Figure 1. Met1 routing (run 1).
Drawn at 1 px/µm. Supply wires on this layer in gray.
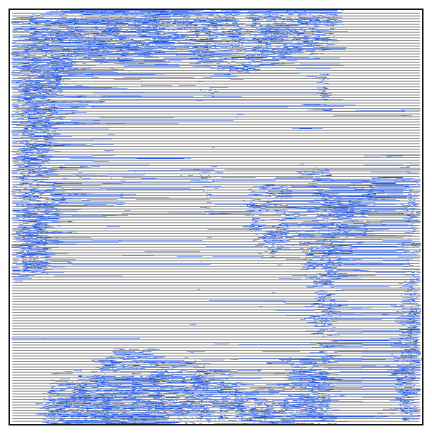
Figure 2. Signal wires on met2 (run 1).
Drawn at 1 px/µm.
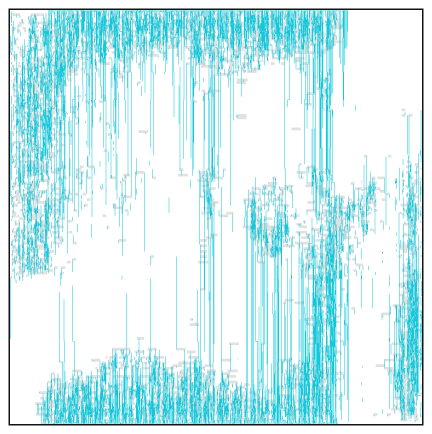
Figure 3. The metal 3 layer (run 1).
Drawn at 1 px/µm.
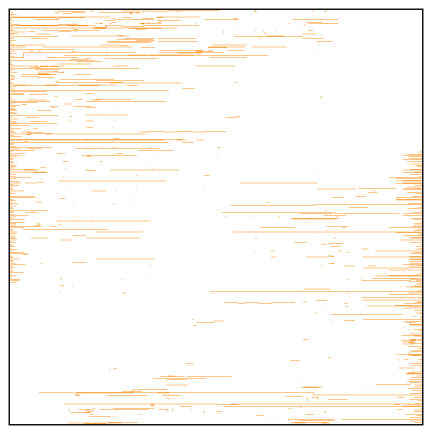
File: config.mk
export PLATFORM = sky130hd
export DESIGN_NAME = arith_sched
export DESIGN_NICKNAME = d
export VERILOG_FILES = /design/src/rtl/arith_sched.sv
export SDC_FILE = /design/constraint.sdc
export NUM_CORES = 1
export LEC_CHECK = 0
export ABC_AREA = 1
export CORE_AREA = 2 2 410 412
export DETAILED_ROUTE_END_ITERATION = 8
export DIE_AREA = 0 0 412 414
export SYNTH_ARGS = -nofsm -noshare
export SYNTH_HDL_FRONTEND = slang
export SYNTH_SLANG_ARGS = --single-unit
File: constraint.sdc
create_clock -name clk -period 1.56 [get_ports clk]
set_input_delay 0.234 -clock clk [delete_from_list [all_inputs] [get_ports clk]]
set_output_delay 0.234 -clock clk [all_outputs]
set_load 0.02 [all_outputs]
File: src/rtl/arith_sched.sv
// arith_sched: two-requester round-robin scheduler and sequencer for the shared
// combinational sign-magnitude arithmetic unit. One operation in flight at a time.
// Optional macro ARITH_SCHED_DZ_FLAG_EN adds resp_dz and a fast path for div by zero.
module arith_sched #(
   parameter int DW         = 128,
   parameter int ADDSUB_LAT = 1,
   parameter int MULDIV_LAT = 4
) (
   input  logic          clk,
   input  logic          rst_n,
   input  logic          req0_valid,
   output logic          req0_ready,
   input  logic [1:0]    req0_op,
   input  logic [DW-1:0] req0_a,
   input  logic [DW-1:0] req0_b,
   input  logic          req0_sa,
   input  logic          req0_sb,
   input  logic          req1_valid,
   output logic          req1_ready,
   input  logic [1:0]    req1_op,
   input  logic [DW-1:0] req1_a,
   input  logic [DW-1:0] req1_b,
   input  logic          req1_sa,
   input  logic          req1_sb,
   output logic [DW-1:0] dp_num_a,
   output logic [DW-1:0] dp_num_b,
   output logic          dp_sign_a,
   output logic          dp_sign_b,
   output logic [1:0]    dp_op,
   input  logic [DW-1:0] dp_res,
   input  logic          dp_sign,
   output logic          resp_valid,
   input  logic          resp_ready,
   output logic          resp_id,
   output logic [DW-1:0] resp_res,
   output logic          resp_sign,
`ifdef ARITH_SCHED_DZ_FLAG_EN
   output logic          resp_dz,
`endif
   output logic          busy
);

   // Settle times clamped to at least one cycle; counter is 8 bits wide.
   localparam int         ADD_L = (ADDSUB_LAT < 1) ? 1 : ADDSUB_LAT;
   localparam int         MUL_L = (MULDIV_LAT < 1) ? 1 : MULDIV_LAT;
   localparam logic [7:0] ADD_C = 8'(ADD_L);
   localparam logic [7:0] MUL_C = 8'(MUL_L);

   typedef enum logic [1:0] {S_IDLE, S_WAIT, S_RESP} state_t;

   state_t          state, state_nxt;
   logic [7:0]      cnt;
   logic            last_grant;
   logic            id_q;
   logic            grant0, grant1;
   logic            accept;
   logic [1:0]      op_sel;
   logic [DW-1:0]   a_sel, b_sel;
   logic            sa_sel, sb_sel;
   logic [7:0]      cnt_load;

   // Round-robin grant: a lone requester wins, a tie goes to the one not served last.
   always_comb begin
      grant0 = req0_valid & (~req1_valid | last_grant);
      grant1 = req1_valid & (~req0_valid | ~last_grant);
   end

   assign accept = (state == S_IDLE) & (req0_valid | req1_valid);

   // Winner's payload and the settle time it needs.
   always_comb begin
      op_sel   = grant1 ? req1_op : req0_op;
      a_sel    = grant1 ? req1_a  : req0_a;
      b_sel    = grant1 ? req1_b  : req0_b;
      sa_sel   = grant1 ? req1_sa : req0_sa;
      sb_sel   = grant1 ? req1_sb : req0_sb;
      cnt_load = op_sel[1] ? MUL_C : ADD_C;
`ifdef ARITH_SCHED_DZ_FLAG_EN
      // Divide by zero has a fixed answer, so skip the long settle.
      if (op_sel == 2'b11 && b_sel == '0) cnt_load = 8'd1;
`endif
   end

   // State register.
   always_ff @(posedge clk or negedge rst_n) begin
      if (!rst_n) state <= S_IDLE;
      else        state <= state_nxt;
   end

   // Next state and handshake outputs.
   always_comb begin
      state_nxt  = state;
      req0_ready = 1'b0;
      req1_ready = 1'b0;
      resp_valid = 1'b0;
      busy       = (state != S_IDLE);
      case (state)
         S_IDLE: begin
            req0_ready = grant0;
            req1_ready = grant1;
            if (accept) state_nxt = S_WAIT;
         end
         S_WAIT: if (cnt == 8'd1) state_nxt = S_RESP;
         S_RESP: begin
            resp_valid = 1'b1;
            if (resp_ready) state_nxt = S_IDLE;
         end
         default: state_nxt = S_IDLE;
      endcase
   end

   // Operand launch, settle countdown and result capture.
   always_ff @(posedge clk or negedge rst_n) begin
      if (!rst_n) begin
         dp_num_a   <= '0;
         dp_num_b   <= '0;
         dp_sign_a  <= 1'b0;
         dp_sign_b  <= 1'b0;
         dp_op      <= 2'b00;
         cnt        <= 8'd0;
         last_grant <= 1'b1;
         id_q       <= 1'b0;
         resp_id    <= 1'b0;
         resp_res   <= '0;
         resp_sign  <= 1'b0;
`ifdef ARITH_SCHED_DZ_FLAG_EN
         resp_dz    <= 1'b0;
`endif
      end else if (accept) begin
         dp_num_a   <= a_sel;
         dp_num_b   <= b_sel;
         dp_sign_a  <= sa_sel;
         dp_sign_b  <= sb_sel;
         dp_op      <= op_sel;
         cnt        <= cnt_load;
         last_grant <= grant1;
         id_q       <= grant1;
      end else if (state == S_WAIT) begin
         cnt <= cnt - 8'd1;
         if (cnt == 8'd1) begin
            resp_res  <= dp_res;
            resp_sign <= dp_sign;
            resp_id   <= id_q;
`ifdef ARITH_SCHED_DZ_FLAG_EN
            resp_dz   <= (dp_op == 2'b11) && (dp_num_b == '0);
`endif
         end
      end
   end

endmodule

==> results.txt, run 1 <==
yosys + openroad results -> status finished with violations, failing checks negative setup slack, YS chip area around 0.019 mm², grt peak-use layer met2, clock share of power a little under a fifth, Psw around 33000 µW, gr usage total 15.62%, mux frac, synth 0%, M1 WL 58.63 mm, Post-synth seq share a little over half, final hold slack between 0.07 and 0.08 ns, Layout Cells excl Fill between 5000 and 6000, clock sink count between 400 and 500, Syn-to-layout area delta 96.42%, PwrDens roughly 2000 mW/mm², hold path endpoint last_grant, most frequent cells in the layout 651 x clkdlybuf4s50_1, 492 x nand2_1, 397 x dfrtp_1, 293 x o21ai_2, 283 x buf_2, fp util a little under an eighth, DRT Pass-1 Iters 5, CTS tree built, fin worst setup slack -0.3697 ns, Synth Area in XOR/XNOR 0%, vias in the first global route 20760, syn nets ~2800, DR top layer met5, Worst VDD drop 0.0008412 V, worst setup path startpoint state[1], Critical R2R Launch last_grant, DR DRC count 0, die height roughly 410 µm, via count ~22000, Fmax a little over 500 MHz, Slew headroom a little over half, Critical Path End req1_ready, Post-Place Cells 5344, Crit. End Element primary output, fill count 18190, GR Layer Usage met3 about 5.1%, Synth flops approximately 400, worst path required time roughly 1.3 ns, clock network power approximately 14000 µW, Synth Instances between 2000 and 2500, max cap viols 0, Chip Footprint ~0.17 mm², hold depth 5, Clock Skew around 0.030 ns, core area around 0.17 mm², largest net degree at the start of global routing between 50 and 60, first-pass GRT wire length around 180 mm, setup violators final 380, min Tclk post-route between 1.5 and 2 ns, met1 Track Usage GR 19.19%, total cells reported by yosys after synthesis approximately 2100, Worst-path clk slew around 0.07 ns, crit-path max FO 2, most frequent logic cell in the layout clkdlybuf4s50_1, row cnt ~150, Die Wd slightly above 400 µm, clock buffer depth 3, Detail Route Antenna Nets 0, Distinct lib cells used 26, clk_lat worst skew 0.64 ns, Seq. pwr between 15000 and 20000 µW, Arr. time, crit path ~1.7 ns, hold path start req1_valid, LEAKAGE between 0.015 and 0.02 µW, Final Hold Viols 0, RR Endpoint dp_num_a[79], Post-Synth Simple-Gate Area 15.09%, Log Warnings 29, combinational power 39300 µW, largest power group combinational logic, DP Worst Slack -0.6950 ns, TritonCTS Buffers between 50 and 60, Via density between 3 and 4, root buffer cell clkbuf_16, final wirelength between 100 and 150 mm, initial antenna violation count approximately 93, share of layout cells above drive strength 1 between 30% and 40%, Setup CP Type reg2out, Slew Limit Fails 0, main logic family after synthesis AND-OR/OR-AND gates, Period Utilization, post-route 123.7%, GR Overflow Total 0, routed wl met2 approximately 70 mm, YS warnings 0, final core occ between 20% and 30%, H-tree levels 2, DR WL met3 13.39 mm, flop-to-flop setup slack -0.27 ns, syn_area_per_cell between 8 and 9 µm², DPL Wire Length approximately 110 mm, Port Buffer Count between 1000 and 1500, Routed wire per std cell between 20 and 30 µm, reg2reg path depth 9, sw frac between 40% and 50%, CP startpoint kind flip-flop, Adders+Majority by Area less than 1%, I/O pin count around 1000, Hold WC Path Type in2reg, initial detailed-routing violation count roughly 1600, Comb pwr share 54.4%, ao+oa area frac roughly 25%, largest registers dp_num_a: 128 flops, dp_num_b: 128 flops, resp_res: 128 flops, sequential power share between 20% and 30%, gp weighted congestion a little over 0.9, NumNets Final ~4000
## Picture notes: Figure 1
longest straight run: 248 µm
nets with wire on the layer: 3607
main direction: horizontal
share of all routed wire: 39%
wire length on this layer: 58.6 mm

## Picture notes: Figure 2
longest straight run: 213 µm
nets with wire on the layer: 3415

## Picture notes: Figure 3
wire length on this layer: 13400 µm
nets with wire on the layer: 667
longest straight run: 238 µm
main direction: horizontal

run 1: per-stage QoR:
step | power [µW] | cell area (µm²) | setup TNS [ns]
6_report | 72250 | 36890 | -50.61
4_1_cts | 68610 | 34050 | -35.56
3_3_place_gp | 56960 | 32860 | -138.72
2_1_floorplan | 35960 | 18780 | 0
3_5_place_dp | 57280 | 32860 | -145.64
5_1_grt | 76020 | 36870 | -79.33
run 1: repair_timing:
item | CTS | global route
setup endpoints to repair | 711 | 404
buffers inserted | 10 | 46
cloned | 7 | 50
gates resized | 1435 | 442
hold buffers | 1 | 0
pin swaps | 5 | 133
hold endpoints to repair | 239 | 0
run 1: cell type report:
type	instances	area, µm²	area share [%]
antenna	17	42.54	0.1153
clock buffer	77	1589	4.307
clock inverter	22	286.5	0.7766
inverter	16	60.06	0.1628
multi-input combinational	1499	8750	23.72
sequential	402	10070	27.28
tap	2204	2758	7.475
timing repair buffer	1331	13340	36.16
run 1: critical path: stages (launching register included):
cell,delay [ns]
dfrtp_1,0.39
inv_1,0.12
nand2_4,0.10
buf_4,0.17
nor2_4,0.14
buf_12,0.13
run 1: Yosys cell counts:
library cell  number  area, µm²
nand2_1          544       2042
dfrtp_1          401      10030
a21oi_1          261       1306
o21ai_2          180       1577
o21ai_1          177      885.9
o21ai_0          170      850.8
nand3_1          137      685.7
buf_2             90      450.4
clkbuf_1          59      221.5
buf_6             19      214.0
nor2_1            16      60.06
inv_1             15      56.30
buf_12            10      200.2
buf_4              5      37.54
nor2_2             3      18.77
buf_1              2      7.510
ha_1               2      25.02
nand2_4            2      22.52
a31oi_1            1      6.260
buf_8              1      15.01
dfstp_2            1      26.28
inv_2              1      3.750
nand4_1            1      6.260
o21ai_4            1      16.27
o22ai_1            1      6.260
o31ai_1            1      7.510
==> run 2, diff against run 1 <==
--- a/config.mk
+++ b/config.mk
@@ -6,9 +6,10 @@
 export NUM_CORES = 1
 export LEC_CHECK = 0
 export ABC_AREA = 1
-export CORE_AREA = 2 2 410 412
+export CORE_AREA = 2 2 412 414
+export CTS_CLUSTER_SIZE = 40
 export DETAILED_ROUTE_END_ITERATION = 8
-export DIE_AREA = 0 0 412 414
+export DIE_AREA = 0 0 414 416
 export SYNTH_ARGS = -nofsm -noshare
 export SYNTH_HDL_FRONTEND = slang
 export SYNTH_SLANG_ARGS = --single-unit
==> constraint.sdc (replaced) <==
create_clock -name clk -period 2 [get_ports clk]
set_input_delay 0.3 -clock clk [delete_from_list [all_inputs] [get_ports clk]]
set_output_delay 0.3 -clock clk [all_outputs]
set_load 0.02 [all_outputs]
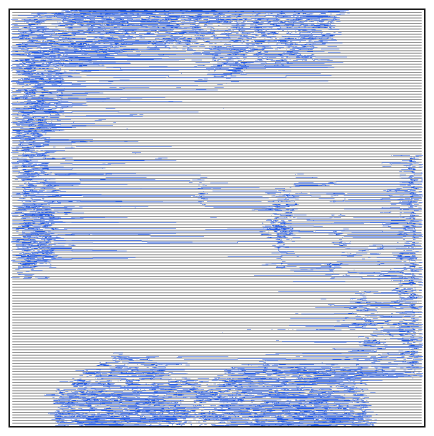
Figure 4: run 2, met1 routing.
Drawn at 1 px/µm. Supply wires on this layer in gray.
nets with wire on the layer: 3455
main direction: horizontal
share of all routed wire: 41%
wire length on this layer: 54.5 mm
longest straight run: 265 µm

==> results.txt, run 2 <==
yosys + openroad results -> DRT Pass-1 Iters 5 (unchanged), number of enable flip-flop cells 0 (unchanged), PwrDens 1495 mW/mm² (was 1958 mW/mm²), DR WL met3 11.77 mm (was 13.39 mm), Synth flops 402 (unchanged), syn_area_per_cell 8.940 µm² (unchanged), via count 20740 (was 21760), Worst VDD drop 0.0006721 V (was 0.0008412 V), I/O pin count 1048 (unchanged), Arr. time, crit path 1.72 ns (was 1.70 ns), Synth async-reset ratio 100.0% (unchanged), Critical-path top delay cell dfrtp_2 (was dfrtp_1), fp util 11.17% (was 11.30%), Slew headroom 50.91% (was 53.62%), grt peak-use layer met2 (unchanged), total cells reported by yosys after synthesis 2101 (unchanged), count leader, synth nand2_1 (unchanged), Post-synth seq share 53.56% (unchanged), YS warnings 0 (unchanged), DPL Wire Length 106.7 mm (was 113.8 mm), Worst-path clk slew 0.06 ns (was 0.07 ns), critical path cell sequence nor2_4 > nand2_2 > a21oi_4 > buf_12 (was inv_1 > nand2_4 > buf_4 > nor2_4 > buf_12), TritonCTS Buffers 52 (was 54), Tot Pwr 51110 µW (was 72250 µW), Crit. End Element primary output (unchanged), most frequent logic cell in the layout clkdlybuf4s50_1 (unchanged), Chip Footprint 0.1722 mm² (was 0.1706 mm²), Setup CP Type reg2out (unchanged), routed wl met2 60.68 mm (was 68.25 mm), min Tclk post-route approximately 2.0 ns, Detail Route Antenna Nets 0 (unchanged), sw frac 44.11% (was 45.77%), largest net degree at the start of global routing 94 (was 58), Via density 3.814 (was 3.908), clock sink count 402 (unchanged), DP Worst Slack -0.3182 ns (was -0.6950 ns), Distinct lib cells used 26 (unchanged), H-tree levels 2 (unchanged), Period Utilization, post-route 101.2%, Log Warnings 29 (unchanged), Psw 22540 µW (was 33070 µW), NumNets Final 3810 (was 3960), failing checks negative setup slack (unchanged), most frequent cells in the layout 796 x clkdlybuf4s50_1, 541 x nand2_1, 399 x dfrtp_1, 260 x a21oi_1, 231 x dlygate4sd2_1 (was 651 x clkdlybuf4s50_1, 492 x nand2_1, 397 x dfrtp_1, 293 x o21ai_2, 283 x buf_2), CP startpoint kind flip-flop (unchanged), crit-path max FO 3 (was 2), Layout Cells excl Fill 5436 (was 5568), first-pass GRT wire length 176.2 mm (was 184.3 mm), Clock Skew 0.04926 ns (was 0.03040 ns), CTS tree built (unchanged), initial detailed-routing violation count 1586 (was 1597), Slew Limit Fails 0 (unchanged), setup violators final 1 (was 380), clock share of power 19.3% (was 18.7%), GR Layer Usage met3 4.166% (was 5.117%), final wirelength 131.4 mm (was 148.5 mm), GR Overflow Total 0 (unchanged), gr usage total 14.62% (was 15.62%), most frequent cells after synthesis 544 x nand2_1, 401 x dfrtp_1, 261 x a21oi_1, 180 x o21ai_2, 177 x o21ai_1 (unchanged), Hold WC Path Type in2async (was in2reg), share of layout cells above drive strength 1 13.26% (was 36.06%), Synth Instances 2101 (unchanged), DR DRC count 0 (unchanged), fill count 18600 (was 18190), Port Buffer Count 1047 (unchanged), die height 416 µm (was 414 µm), core area 0.1681 mm² (was 0.1663 mm²), leading area contributor after synthesis dfrtp_1 (unchanged), Fmax just under 500 MHz, Bufs and invs on worst path 1 (was 3), Synth area leaders dfrtp_1 53%, nand2_1 11%, o21ai_2 8.4% (unchanged), Routed wire per std cell 24.18 µm (was 26.68 µm), Final TNS setup -0.02314 ns (was -50.61 ns), gp weighted congestion 0.9711 (was 0.9288), largest registers dp_num_a: 128 flops, dp_num_b: 128 flops, resp_res: 128 flops (unchanged), Die Wd 414 µm (was 412 µm), M1 WL 54.46 mm (was 58.63 mm), LEAKAGE 0.01444 µW (was 0.01571 µW), clk_lat worst skew 0.66 ns (was 0.64 ns), final hold slack 0.1534 ns (was 0.07678 ns), cell family with the largest share of critical-path delay flip-flops (was buffers and inverters), DR top layer met5 (unchanged), max cap viols 0 (unchanged), fin worst setup slack -0.02314 ns (was -0.3697 ns), row cnt 151 (was 150), root buffer cell clkbuf_16 (unchanged), slowest stage delay, CP 0.43 ns (was 0.39 ns), YS chip area 0.01878 mm² (unchanged), vias in the first global route 20220 (was 20760), sequential power share 29.3% (was 26.9%), status finished with violations (unchanged)
[run 2: cell counts after synthesis]
Identical to the previous run, type by type.
[run 2: cell families after synthesis]
| kind of cell | synth area share [%] |
|---|---|
| compound gates | 24.79 |
| fa+ha+maj | 0.1332 |
| buf+inv | 6.421 |
| flops | 53.56 |
| simple gates | 15.09 |
[run 2: metrics by stage]
stage	area [µm²]	util, %
floorplan	18780	-
global placement	32470	19.31
detailed placement	32470	19.31
CTS	34080	20.27
global route	34150	20.31
finish	34180	20.33
[run 2: cell type report]
cell class | count | area (µm²) | area share, %
well taps | 2218 | 2775 | 8.119
flip-flops and latches | 402 | 10060 | 29.44
clock inverters | 15 | 219.0 | 0.6406
multi-input cells | 1498 | 7609 | 22.26
diodes | 21 | 52.55 | 0.1537
clock buffers | 82 | 1554 | 4.546
repair buffers | 1184 | 11850 | 34.66
inverters | 16 | 62.56 | 0.1830
[run 2: what timing repair did]
item                       4_1_cts  5_1_grt
gates resized                  250       16
pin swaps                        3        2
cloned                           1        0
setup buffers                    8        1
hold endpoints to repair        98        0
hold buffers                     1        0
setup endpoints to repair      235       16
[run 2: worst paths after layout]
check / startpoint / endpoint / cells past startpoint
max: state[0] / req0_ready / 4
min: rst_n / resp_res[71] / 2
max reg2reg: last_grant / dp_num_a[31] / 7
min reg2reg: resp_res[86] / resp_res[86] / 2
max in group asynchronous: rst_n / resp_res[33] / 3
min in group clk: req1_valid / dp_op[1] / 4
[run 2: power by group through the flow]
stage / combinational (µW) / clock (µW) / sequential (µW)
6_report: 26300 / 9850 / 15000
5_1_grt: 28200 / 10500 / 15400
4_1_cts: 26600 / 10200 / 14900
3_5_place_dp: 28000 / 0 / 15000
3_3_place_gp: 27700 / 0 / 15000
2_1_floorplan: 8700 / 0 / 19300
Power and IR drop assume default switching activity.
